## src/rtl/i2c_pkg.sv

```systemverilog
// i2c_pkg: shared state encoding and frame constants for the I2C byte path
package i2c_pkg;
    localparam int I2C_BITS = 8;
    localparam int ACK_SLOT = 8;
    typedef enum logic [1:0] {ST_IDLE, ST_BITS, ST_WAIT_FALL, ST_ACK} i2c_state_e;
endpackage

```

## src/rtl/i2c_line_sync.sv

```systemverilog
// i2c_line_sync: synchronise SCL/SDA pads and detect SCL edges and START/STOP
module i2c_line_sync #(
    parameter int SYNC_STAGES = 2
) (
    input  logic clk,
    input  logic rst,
    input  logic scl_i,
    input  logic sda_i,
    output logic sda_s,
    output logic scl_rise,
    output logic scl_fall,
    output logic start_det,
    output logic stop_det
);
    logic [SYNC_STAGES-1:0] scl_q, sda_q;
    logic scl_s, scl_d, sda_d;
    // Shift pads through the synchroniser and keep one cycle of history; reset to idle-high so no false START
    always_ff @(posedge clk) begin
        if (rst) begin
            scl_q <= '1;
            sda_q <= '1;
            scl_d <= 1'b1;
            sda_d <= 1'b1;
        end else begin
            scl_q <= {scl_q[SYNC_STAGES-2:0], scl_i};
            sda_q <= {sda_q[SYNC_STAGES-2:0], sda_i};
            scl_d <= scl_s;
            sda_d <= sda_s;
        end
    end
    assign scl_s     = scl_q[SYNC_STAGES-1];
    assign sda_s     = sda_q[SYNC_STAGES-1];
    assign scl_rise  = scl_s & ~scl_d;
    assign scl_fall  = ~scl_s & scl_d;
    assign start_det = scl_s & scl_d & sda_d & ~sda_s;
    assign stop_det  = scl_s & scl_d & ~sda_d & sda_s;
endmodule

```

## src/rtl/i2c_recv.sv

```systemverilog
// i2c_recv: I2C byte receiver with ACK generation and a one-entry valid/ready holding register
module i2c_recv #(
    parameter bit LSB_FIRST   = 1'b1,
    parameter bit ACK_LEVEL   = 1'b0,
    parameter int SYNC_STAGES = 2
) (
    input  logic       clk,
    input  logic       rst,
    input  logic       scl_i,
    input  logic       sda_i,
    output logic       sda_oe,
    output logic [7:0] rx_data,
    output logic       rx_valid,
    input  logic       rx_ready,
    output logic       frame_start,
    output logic       frame_end,
    output logic       busy,
    output logic       overrun
);
    import i2c_pkg::*;
    i2c_state_e state, state_nx;
    logic [2:0] bcnt, bcnt_nx;
    logic [I2C_BITS-1:0] shreg, shreg_nx, shifted;
    logic seen_rise, seen_nx, oe_nx, fs_nx, fe_nx, load, nack, free;
    logic sda_s, scl_rise, scl_fall, start_det, stop_det;

    i2c_line_sync #(.SYNC_STAGES(SYNC_STAGES)) u_sync (
        .clk(clk), .rst(rst), .scl_i(scl_i), .sda_i(sda_i), .sda_s(sda_s),
        .scl_rise(scl_rise), .scl_fall(scl_fall), .start_det(start_det), .stop_det(stop_det)
    );

    assign free    = ~rx_valid | rx_ready;
    assign shifted = LSB_FIRST ? {sda_s, shreg[I2C_BITS-1:1]} : {shreg[I2C_BITS-2:0], sda_s};
    assign busy    = state != ST_IDLE;

    // Next-state logic: bus START/STOP override the frame FSM; ACK decision taken on the fall after bit 8
    always_comb begin
        state_nx = state;
        bcnt_nx  = bcnt;
        shreg_nx = shreg;
        seen_nx  = seen_rise;
        oe_nx    = sda_oe;
        fs_nx    = 1'b0;
        fe_nx    = 1'b0;
        load     = 1'b0;
        nack     = 1'b0;
        if (start_det) begin
            state_nx = ST_BITS;
            bcnt_nx  = '0;
            shreg_nx = '0;
            seen_nx  = 1'b0;
            oe_nx    = 1'b0;
            fs_nx    = 1'b1;
        end else if (stop_det) begin
            if (state != ST_IDLE) begin
                state_nx = ST_IDLE;
                bcnt_nx  = '0;
                shreg_nx = '0;
                seen_nx  = 1'b0;
                oe_nx    = 1'b0;
                fe_nx    = 1'b1;
            end
        end else begin
            case (state)
                ST_BITS: if (scl_rise) begin
                    shreg_nx = shifted;
                    bcnt_nx  = bcnt + 3'd1;
                    if (bcnt == 3'(I2C_BITS-1)) state_nx = ST_WAIT_FALL;
                end
                ST_WAIT_FALL: if (scl_fall) begin
                    load     = free;
                    nack     = ~free;
                    oe_nx    = free ^ ACK_LEVEL;
                    seen_nx  = 1'b0;
                    state_nx = ST_ACK;
                end
                ST_ACK: if (scl_rise) seen_nx = 1'b1;
                    else if (scl_fall && seen_rise) begin
                        oe_nx    = 1'b0;
                        seen_nx  = 1'b0;
                        state_nx = ST_BITS;
                    end
                default: ;
            endcase
        end
    end

    // State, datapath and consumer-side holding register
    always_ff @(posedge clk) begin
        if (rst) begin
            state       <= ST_IDLE;
            bcnt        <= '0;
            shreg       <= '0;
            seen_rise   <= 1'b0;
            sda_oe      <= 1'b0;
            frame_start <= 1'b0;
            frame_end   <= 1'b0;
            rx_data     <= '0;
            rx_valid    <= 1'b0;
            overrun     <= 1'b0;
        end else begin
            state       <= state_nx;
            bcnt        <= bcnt_nx;
            shreg       <= shreg_nx;
            seen_rise   <= seen_nx;
            sda_oe      <= oe_nx;
            frame_start <= fs_nx;
            frame_end   <= fe_nx;
            rx_data     <= load ? shreg : rx_data;
            rx_valid    <= load | (rx_valid & ~rx_ready);
            overrun     <= overrun | nack;
        end
    end
endmodule

```

## config.mk

```make
export PLATFORM = sky130hd
export DESIGN_NAME = i2c_recv
export DESIGN_NICKNAME = d
export VERILOG_FILES = /design/src/rtl/i2c_pkg.sv /design/src/rtl/i2c_line_sync.sv /design/src/rtl/i2c_recv.sv
export SDC_FILE = /design/constraint.sdc
export NUM_CORES = 1
export LEC_CHECK = 0
export CAP_MARGIN = 20
export CORE_ASPECT_RATIO = 1.5
export CORE_MARGIN = 2
export CORE_UTILIZATION = 55
export CTS_BUF_LIST = sky130_fd_sc_hd__clkbuf_2 sky130_fd_sc_hd__clkbuf_4 sky130_fd_sc_hd__clkbuf_8
export DETAILED_ROUTE_END_ITERATION = 8
export PLACE_DENSITY_LB_ADDON = 0.25
export SETUP_SLACK_MARGIN = 0.2
export SYNTH_ARGS = -nofsm -noshare
export SYNTH_HDL_FRONTEND = slang
export SYNTH_SLANG_ARGS = --single-unit
```

## constraint.sdc

```tcl
create_clock -name clk -period 1.6 [get_ports clk]
set_clock_uncertainty 0.2 [all_clocks]
set_input_delay 0.32 -clock clk [delete_from_list [all_inputs] [get_ports clk]]
set_output_delay 0.32 -clock clk [all_outputs]
set_load 0.005 [all_outputs]
```

==> COMMIT_EDITMSG <==
Store results of the implementation flow

- Via density per instance: 5.93
- Clock Tree Buf Depth: 2
* Distinct cells, synth: 32
* Antenna Cells: 0
* Number of remaining DRC errors: 0
- The final report gives the core utilization as between 80% and 90%.
* Pwr per Cell Area: 815 mW/mm²
* Synth Flop Type: sky130_fd_sc_hd__dfxtp_1
- Post-Route Hold Slack: 0.227 ns
* Run status: finished, final reports clean
- Top logic cells by instance count in the layout: sky130_fd_sc_hd__buf_4, sky130_fd_sc_hd__dfxtp_1, sky130_fd_sc_hd__nand3_1
- The routed design shows a wire length per standard cell of ~18 µm.
* YS warnings: 0
- Class of the most critical hold timing path: reg2reg
- For the worst flop-to-flop path, the logic depth is 6.
* Logic pwr share: approximately 8.0%
- Initial antenna violation count: 0
- After synthesis, the largest area contributor takes up 48.2% of total cell area.
* Yosys Instances: roughly 150
* Final tally of setup violations: 0
- In this run, post-CTS repair resized a total of ~80 instances.
* Post-synth top area cell: sky130_fd_sc_hd__dfxtp_1
[cell type report]
class,instances,share of cell area [%]
multi-input cells,104,40.5
clock buffers,7,2.94
well taps,24,1.50
clock inverters,1,1.50
repair buffers,48,18.2
flip-flops and latches,33,34.4
inverters,5,0.938
[power groups by stage]
stage,sequential (W),combinational (W),clock [W]
4_1_cts,0.000833,0.000103,0.000669
2_1_floorplan,0.000854,0.0000539,0
3_3_place_gp,0.000854,0.0000920,0
3_5_place_dp,0.000855,0.0000947,0
5_1_grt,0.000835,0.000140,0.000702
6_report,0.000833,0.000131,0.000667
[layer usage]
metal  up-vias  routed length (µm)
met4         0                 216
met2        57                2020
met5         -                   0
met1       629                1480
li1        610                   -
met3        21                 217
**Clock distribution**

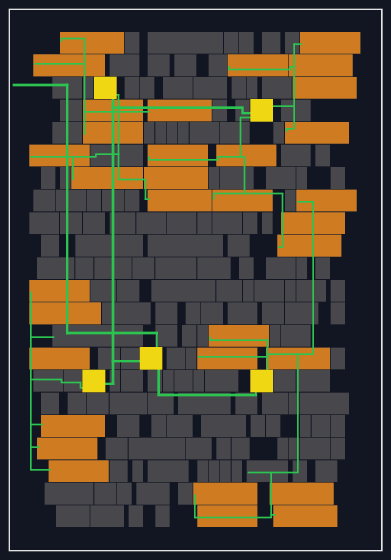
[yellow] cells driving clock nets | count: 5
[green] clock wires | length: 378 µm
[orange] flip-flops | count: 33
routed clock nets: 6

**Cell classes on the final placement**

Bar = 10 µm. Fill, decap, tap and diode cells in gray.
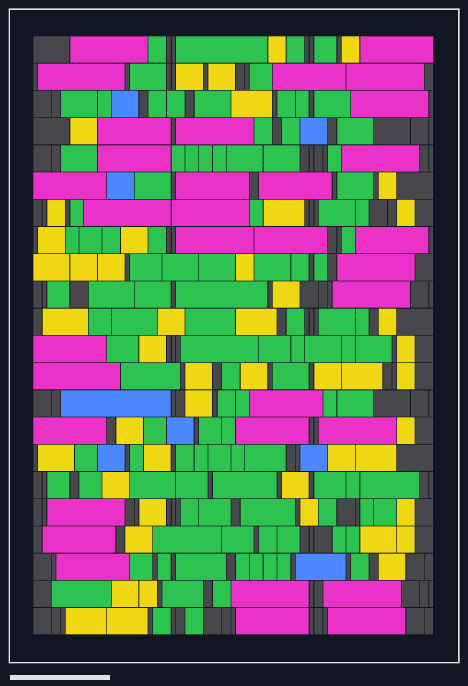
| color | class | cells | share of their area |
|---|---|---|---|
| green | all other logic | 109 | 42% |
| blue | clock drivers and dummy loads | 8 | 4.5% |
| yellow | other buffers and delay cells | 48 | 18% |
| magenta | flip-flops | 33 | 35% |

**Placement view**

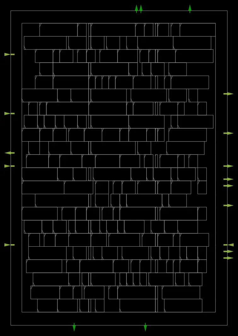
core area: 0.00239 mm²
number of standard-cell rows in the floorplan: 22

**Metal 2**

Bar = 10 µm.
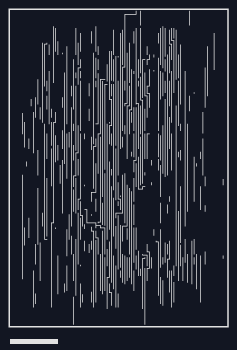
main direction: vertical
wire length on this layer: 2,020 µm
longest straight run: 33.0 µm
nets with wire on the layer: 187

**Floorplan with the power grid**

Pins as bars on the die edge. Tap cells in gray.
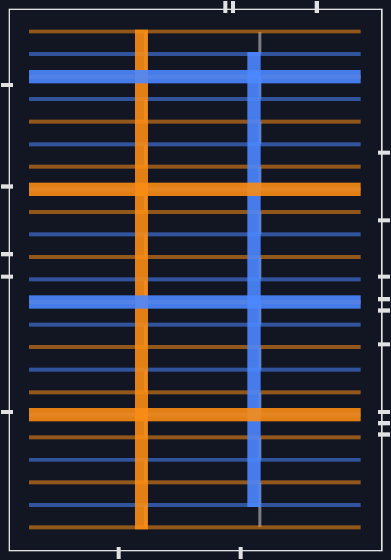
| color | net |
|---|---|
| orange | VSS |
| blue | VDD |
signal pins: 19
met4 straps: 2
rows: 22

No activity file was given, so power comes from the tool's default toggle rates.
